==> config.mk <==
export PLATFORM = sky130hd
export DESIGN_NAME = alu_share_ctrl
export DESIGN_NICKNAME = d
export VERILOG_FILES = /design/src/rtl/alu_share_ctrl.sv
export SDC_FILE = /design/constraint.sdc
export NUM_CORES = 1
export LEC_CHECK = 0
export CAP_MARGIN = 40
export CORE_MARGIN = 2
export CORE_UTILIZATION = 40
export CTS_CLUSTER_DIAMETER = 40
export DETAILED_ROUTE_END_ITERATION = 12
export GPL_TIMING_DRIVEN = 1
export MAX_ROUTING_LAYER = met4
export PLACE_DENSITY = 0.89
export SYNTH_ARGS = -nofsm -noshare
export SYNTH_HDL_FRONTEND = slang
export SYNTH_SLANG_ARGS = --single-unit
export TNS_END_PERCENT = 20
==> constraint.sdc <==
create_clock -name clk -period 7.41 [get_ports clk]
set_input_delay 2.223 -clock clk [delete_from_list [all_inputs] [get_ports clk]]
set_output_delay 2.223 -clock clk [all_outputs]
set_load 0.01 [all_outputs]
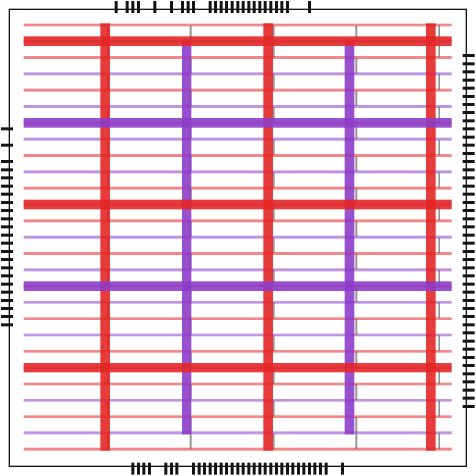
Figure 1: run 1, power grid.
Drawn at 6 px/um. Pins as bars on the die edge. Tap cells in grey.
VDD: in purple. VSS: in red.
5 straps on met4. 125 signal pins sit on the boundary. 5 straps on met5. 27 met1 rails follow the rows.
die width: 75.93 um
Die Y: 75.93 um
Peak supply drop: 0.1535 mV
core region area: 5042 um^2

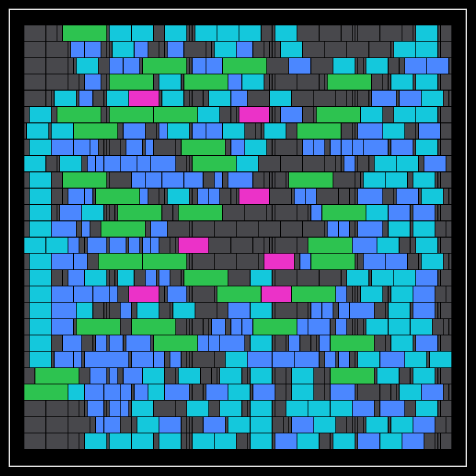
Figure 2: run 1, cell classes on the final placement.
Drawn at 6 px/um. Fill, decap, tap and diode cells in grey.
sequential cells: in green, cells 36, share of their area 22%. remaining logic cells: in blue, cells 157, share of their area 36%. remaining buffers and delay cells: in cyan, cells 128, share of their area 39%. clock drivers and dummy loads: in magenta, cells 7, share of their area 2.9%.
final instance area: 3373 um^2
row cnt: 26

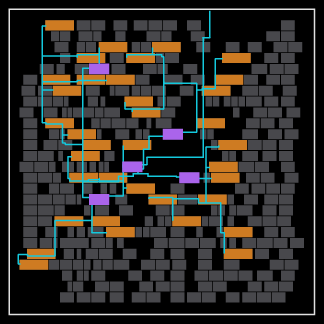
Figure 3: run 1, clock distribution.
Drawn at 4 px/um.
clock wires: in cyan, length 445 um. clock-net drivers: in purple, count 5. flip-flops: in orange, count 36.
There are 6 routed clock nets.
clock share of power: 22.1%
clk_lat worst skew: 280 ps
Max Clock Skew: 5.299 ps
Clock net power: 0.148 mW

==> GITHUB_STEP_SUMMARY, run 1 <==
### Yosys + OpenROAD results

| Metric | Value |
|---|---|
| GP Congestion | 0.7710 |
| Async S/R FF share, synth | 0% |
| DRT antenna net count | 0 |
| Simple Share, Synth | 15.05% |
| Htree depth | 2 |
| FF-to-FF path depth | 6 |
| DP HPWL | 4498 um |
| CTS Sinks | 36 |
| Worst setup path class | input pin to output port |
| Setup bufs post-CTS | 0 |
| Syn_area_per_cell | 9.855 um^2 |
| Slew HR | 51.12% |
| Crit path DAT | 4400 ps |
| Post-synth top area cell | dfxtp_1 |
| Top post-synthesis cells by area | dfxtp_1 (35%), mux2i_1 (18%), mux2_2 (10%) |
| Total GRT Usage | 21.19% |
| #MultiIn Comb | 155 |
| Met1 Usage GRT | 23.63% |
| Seq cells post-synth | 36 |
| Pre-Place Util | 41.04% |
| Final Net Count | 419 |
| Routed len/inst | 14.74 um |
| Slew @ Worst Pin | 723.6 ps |
| XOR/XNOR Area Share | 0% |
| Met2 WL | 2990 um |
| Ys flop type | dfxtp_1 |
| Hold_ws | 454.3 ps |
| Status | completed |
| Fin Setup TNS | 0 ps |
| Share of layout cells above drive strength 1 | 10.67% |
| FF-to-FF setup slack | 5150 ps |
| Peak Freq | 150.9 MHz |
| Final period utilization | 89.44% |
| Placed Instance Area | 3277 um^2 |
| DR DRC count | 0 |
| Initial antenna violation count | 0 |
| Unique cell types | 36 |
| Commonest cells post-synth | mux2i_1 (38), dfxtp_1 (36), mux2_2 (19) |
| Non-CTS buffers | 128 |
| Layout area overhead | 63.00% |
| Cts hold-fix bufs | 0 |
| Leak | 1.276 nW |
| Routed via count | 1990 |
| Cell Pwr Density | 198.1 nW/um^2 |
| Cell Int Power | 0.4695 mW |
| CTS Buf Count | 5 |
| Clock buffers | 7 |
| First-pass GRT wire length | 9673 um |
| Inverters | 2 |
| Final std cells w/o fill | 398 |
| Area leader share | 34.82% |
| Hold WC Path Type | flop to flop |
| Detail Route met3 WL | 397 um |
| Io pins | 125 |
| Global route overflow | 0 |
| Comb power frac | 41.4% |
| CP max FO | 39 |
| Leading power group | combinational cells |
| Comb/total area | 35.27% |
| Mux frac, synth | 28.72% |
| Worst Path Buf+Inv | 3 |
| CP required | 5190 ps |
| Final setup violation count | 0 |
| Yosys aoi share | 13.36% |
| Synth warn | 0 |
| Highest routed layer | met4 |
==> run 1 -> run 2 <==
--- a/config.mk
+++ b/config.mk
@@ -6,7 +6,7 @@
 export NUM_CORES = 1
 export LEC_CHECK = 0
 export CAP_MARGIN = 40
-export CORE_MARGIN = 2
+export CORE_MARGIN = 10
 export CORE_UTILIZATION = 40
 export CTS_CLUSTER_DIAMETER = 40
 export DETAILED_ROUTE_END_ITERATION = 12
@@ -16,4 +16,3 @@
 export SYNTH_ARGS = -nofsm -noshare
 export SYNTH_HDL_FRONTEND = slang
 export SYNTH_SLANG_ARGS = --single-unit
-export TNS_END_PERCENT = 20
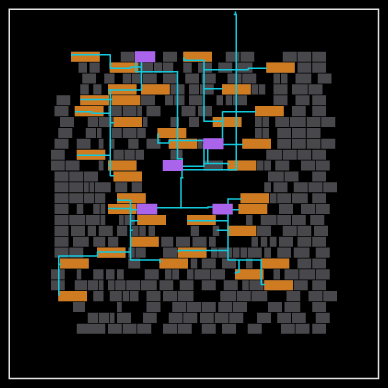
Figure 4: run 2, clock distribution.
Drawn at 4 px/um.
clock-net drivers: in purple, count 5. flip-flops: in orange, count 36. clock wires: in cyan, length 467 um.
There are 6 routed clock nets.
Clock net power: 0.143 mW
Max Clock Skew: 6.556 ps
clock share of power: 21.6%
clk_lat worst skew: 290 ps

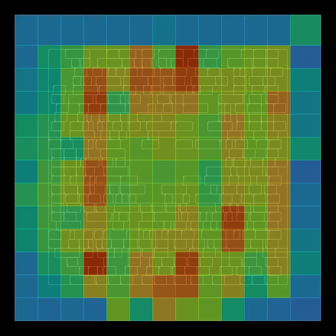
Figure 5: run 2, routing congestion map.
fin util: 66.40%
met1 Usage GRT: 17.49%
met2 usage: 27.18%
routed len/inst: 16.49 um

==> run 2 against run 1 <==
Effect of this change:
- fmax rose by 0.80%
- critical path depth stayed put
- combinational power is essentially flat
- non-clock buffer count stayed put
- hold slack gained 3.2 ps
- critical endpoint unchanged
==> GITHUB_STEP_SUMMARY, run 2 <==
### Yosys + OpenROAD results

| Metric | Value |
|---|---|
| Io pins | 125 (unchanged) |
| Ys flop type | dfxtp_1 |
| FF-to-FF path depth | 6 (unchanged) |
| Largest net degree at the start of global routing | 40 |
| Mux frac, synth | 28.72% (unchanged) |
| CP required | 5190 ps (about the same) |
| DP HPWL | 5347 um (+19%) |
| Hold WC Path Type | flop to flop |
| Post-synth top area cell | dfxtp_1 |
| Setup bufs post-CTS | 0 (unchanged) |
| Yosys aoi share | 13.36% (unchanged) |
| Fin Setup TNS | 0 ps (unchanged) |
| DRT antenna net count | 0 (unchanged) |
| Final Net Count | 419 (unchanged) |
| Async S/R FF share, synth | 0% (unchanged) |
| DR DRC count | 0 (unchanged) |
| First-pass GRT wire length | 10400 um (+7.5%) |
| Final std cells w/o fill | 399 (+0.25%) |
| CTS Sinks | 36 (unchanged) |
| Slowest cell on crit path | or4_1 |
| Routed via count | 1972 (-0.90%) |
| Row cnt | 26 (unchanged) |
| Vias in the first global route | 2028 |
| Final setup violation count | 0 (unchanged) |
| Crit path DAT | 4350 ps (-50 ps) |
| Slew HR | 52.06% (+0.94 points) |
| Comb/total area | 35.31% (+0.039 points) |
| #MultiIn Comb | 155 (unchanged) |
| FF-to-FF setup slack | 5210 ps (+60 ps) |
| CP peak stage delay | 550 ps |
| Peak supply drop | 0.1355 mV (-12%) |
| Detail Route met3 WL | 312 um (-21%) |
| Seq cells post-synth | 36 (unchanged) |
| Leak | 1.276 nW (about the same) |
| Htree depth | 2 (unchanged) |
| GR peak layer | met2 |
| Final period utilization | 88.73% (-0.71 points) |
| Synth warn | 0 (unchanged) |
| Top post-synthesis cells by area | dfxtp_1 (35%), mux2i_1 (18%), mux2_2 (10%) |
| Die width | 91.93 um (+21%) |
| Placed Instance Area | 3277 um^2 (unchanged) |
| Status | completed |
| Unique cell types | 36 (unchanged) |
| Syn_area_per_cell | 9.855 um^2 (unchanged) |
| Inverters | 2 (unchanged) |
| Slew @ Worst Pin | 709.7 ps (-13.91 ps) |
| XOR/XNOR Area Share | 0% (unchanged) |
| Die Y | 91.93 um (+21%) |
| Final instance area | 3369 um^2 (-0.11%) |
| Commonest cells post-synth | mux2i_1 (38), dfxtp_1 (36), mux2_2 (19) |
| Layout area overhead | 62.82% |
| Max Buffers Root-to-Sink | 2 |
| Cell Int Power | 0.4607 mW (-1.9%) |
| Slew Limit Fails | 0 |
| Sequential area share after synthesis | 34.82% |
| CP max FO | 39 (unchanged) |
| Initial antenna violation count | 0 (unchanged) |
| Clock buffers | 6 (-1) |
| Comb power frac | 41.6% (+0.2 points) |
| Share of layout cells above drive strength 1 | 10.94% (+0.27 points) |
| Total GRT Usage | 15.53% (-5.7 points) |
| Worst Path Buf+Inv | 3 (unchanged) |
| Highest routed layer | met4 |
| Core region area | 5075 um^2 (+0.65%) |
| Peak Freq | 152.1 MHz (+0.80%) |
| Pre-Place Util | 40.78% (-0.26 points) |
| CTS Buf Count | 5 (unchanged) |
| Hold_ws | 457.5 ps (+3.163 ps) |
| GP Congestion | 0.8334 (+8.1%) |
| Worst setup path class | input pin to output port |
| Simple Share, Synth | 15.05% (unchanged) |
| Cell Pwr Density | 196.3 nW/um^2 (-0.92%) |
| Clk root buf | clkbuf_8 |
Power figures rest on the tool's default switching activity, not on a simulated workload.
